Figure 1. Drive-strength map.
(4 px per um)
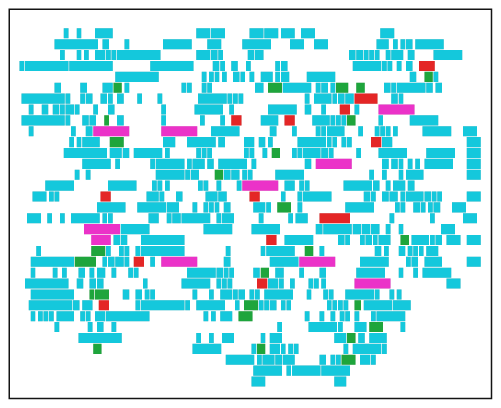
Figure 2. Routing congestion.
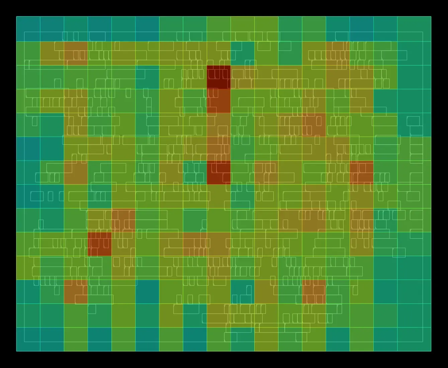
Figure 3. Metal 3.
(2 px per um)
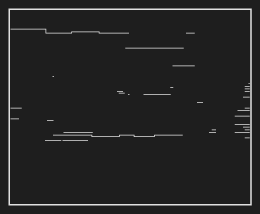
Figure 4. The metal 2 layer.
(2 px per um)
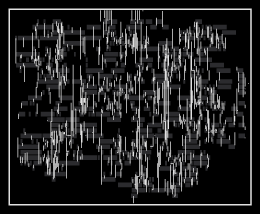
==> config.mk <==
export PLATFORM = sky130hd
export DESIGN_NAME = clock_set_ctrl
export DESIGN_NICKNAME = d
export VERILOG_FILES = /design/src/rtl/clock_set_ctrl.sv
export SDC_FILE = /design/constraint.sdc
export NUM_CORES = 1
export LEC_CHECK = 0
export ABC_AREA = 1
export CAP_MARGIN = 5
export CORE_ASPECT_RATIO = 0.8
export CORE_MARGIN = 2
export CORE_UTILIZATION = 35
export DETAILED_ROUTE_END_ITERATION = 8
export PLACE_DENSITY = 0.51
export SYNTH_ARGS = -nofsm -noshare
export SYNTH_HDL_FRONTEND = slang
export SYNTH_SLANG_ARGS = --single-unit
==> constraint.sdc <==
create_clock -name clk -period 2.09 [get_ports clk]
set_input_delay 0.3135 -clock clk [delete_from_list [all_inputs] [get_ports clk]]
set_output_delay 0.3135 -clock clk [all_outputs]
set_load 0.02 [all_outputs]
==> run summary <==
flow finished, numbers: # Taps=140, final-report setup violation count=0, Comb power frac=3.4%, standard-cell rows=33, Synth logic family=simple AND/OR/NAND/NOR gates, yosys simple share=29.6%, Buffers, non-clock=37, syn avg cell area=7.87 sq um, sw power=0.000635 W, grt total ovfl=0, skew final=0.00632 ns, fraction of area in multi-input gates=40.4%, area share, top type=30.7%, dpl cells=668, setup bufs post-CTS=0, Layout Utilization=44.4%, Die Ht=97.0 um, Max VDD drop=363 uV, clock network area share=5.71%, ANT nets after route=0, Post-CTS Resized=0, Reg power frac=51.2%, via/cell ratio=4.40, CTS Root Cell=clkbuf_16, Post-Route Setup TNS=0 ns, Pint=0.00239 W, EDFF count, synth=18, combinational gates=346, Setup crit end kind=register, final hold violation count=0, DRC viols=0, TritonCTS Sinks=76, first-pass GRT wire length=12.7 mm, vias in the first global route=2712, Seq power=0.00155 W, DP Area=0.00432 sq mm, max reg flops=18, Registers, synthesis=76, Top class by area=combinational gates, dpl ws=0.0699 ns, delay-heaviest family, CP=simple AND/OR/NAND/NOR gates, logic area=0.00186 sq mm, dominant logic cell types in the final layout=81 x nand2_1, 78 x nor2_1, 67 x inv_1, Main power group=sequential cells, Non-Filler Instances=684, warning count from the yosys run=0, Synth Area in Compound Gates=6.75%, Clock Pin Slew Worst Setup and Hold Paths=0.06 ns, initial antenna violation count=0, CP peak stage delay=0.37 ns, DIE AREA=0.0117 sq mm, status=finished clean, crit-path most repeated cell=a21oi_1, CP bufs+invs=1, Post-Synth XOR/XNOR Area=5.56%, critical path class=reg2reg, CTS tree=done, WP data arrival=2.00 ns, sw frac=21.0%, yosys stat chip area=0.00378 sq mm, synthesized cell area=0.00378 sq mm, fill count=1068, overall power=0.00303 W, GRT Overall Usage=13.7%, WL met3=296 um, Achievable Freq=0.523 GHz, flop share of the area=37.0%, Synth mux share=0%, number of non-clock inverters in the layout=69, Hold Crit Class=reg2reg, count leader, synth=nand2_1, Leak=1.82 nW, DP Wirelength=5.51 mm, Final Max Slew Viols=0, Area contributors post-synth=dfxtp_1 31%, edfxtp_1 14%, nand2_1 8.0%, clock power share=45.4%, post-synthesis adder-cell area fraction=4.97%, routability congestion estimate=0.753, CTS H-tree depth=3, most frequently placed logic cell in the final layout=nand2_1, RSZ-0062 raised after global routing=true, Hold Path Stages=2, flop count=76, Seq/Total Area, Yosys=45.0%, Final nets=559, average wire per standard cell=10.8 um, CP max-delay cell=edfxtp_1, synth cell count leaders=81 x nand2_1, 80 x nor2_1, 69 x inv_1, 58 x dfxtp_1, 31 x a21oi_1, routed length on met1=4.04 mm, total core area=0.0104 sq mm, met2 wire len=2.96 mm, top_reg_cell synth=dfxtp_1, Critical Path Stages=11, share of layout cells above drive strength 1=9.01%, max-cap violations=0, total combinational power=0.000103 W, CP Cell Sequence=ha_1 > nand2_1 > nor2_2 > nand3_2 > nor3_2 > ha_2 > a21oi_1 > and3_1 > inv_2 > a21oi_1 > o21a_1, Clock Tree Buf Depth=2, # port buffers=27, CTS Buf Count=9, clock group power=0.00137 W, Hold-fix buffers, CTS=0, Flop area=0.00170 sq mm, minimum clock period after layout=1.91 ns, Top Layer Used=met4, Layout clock buffers=12, final hold slack=0.401 ns, Floorplan Utilization=36.5%, die width=120 um, critical path required time=2.18 ns, final-layout non-clock buffer area share=7.50%, cell count after synthesis=480, Log Warnings=33, Power Density=657 mW/mm^2, diode count=0, Max FO, Critical Path=6, initial drt markers=218, worst skew pair latency=0.33 ns, I/O Pins=28, ys cells=480, pin count of the biggest net entering global routing=13, post-synth top area cell=dfxtp_1, crit share post-route=91.5%, register-to-register path setup slack=0.18 ns, Distinct cells, synth=35, Pre-antenna DRT Iters=6, Critical Path Start Type=register, asr flop ratio synth=0%, Worst Reg-to-Reg Cells=11
-- Figure 1 (at the start) --
x3 and x4: in red, cells 13, most used buf_4. x6 and larger: in magenta, cells 10, most used clkbuf_16. x1 and smaller: in cyan, cells 495, most used nand2_1. x2: in green, cells 26, most used nand2_2.
Layout area overhead: 21.8%
final instance area: 0.00460 sq mm
slack of the critical path: 0.178 ns

-- Figure 2 (at the start) --
grt met1 use: 20.1%
GRT busiest layer: met1
met3 Track Usage GR: 4.25%
routing usage on met2: 18.8%

-- Figure 3 (at the start) --
The wires run mostly horizontal. 27 nets have wire on it. The layer holds 4.0% of the routed length. The longest straight run is 29.0 um.
final WL: 7.38 mm
vias: 3011

-- Figure 4 (at the start) --
The wires run mostly vertical. The layer carries 2960 um of wire. The longest straight run is 55.2 um.

Power and IR drop assume default switching activity.
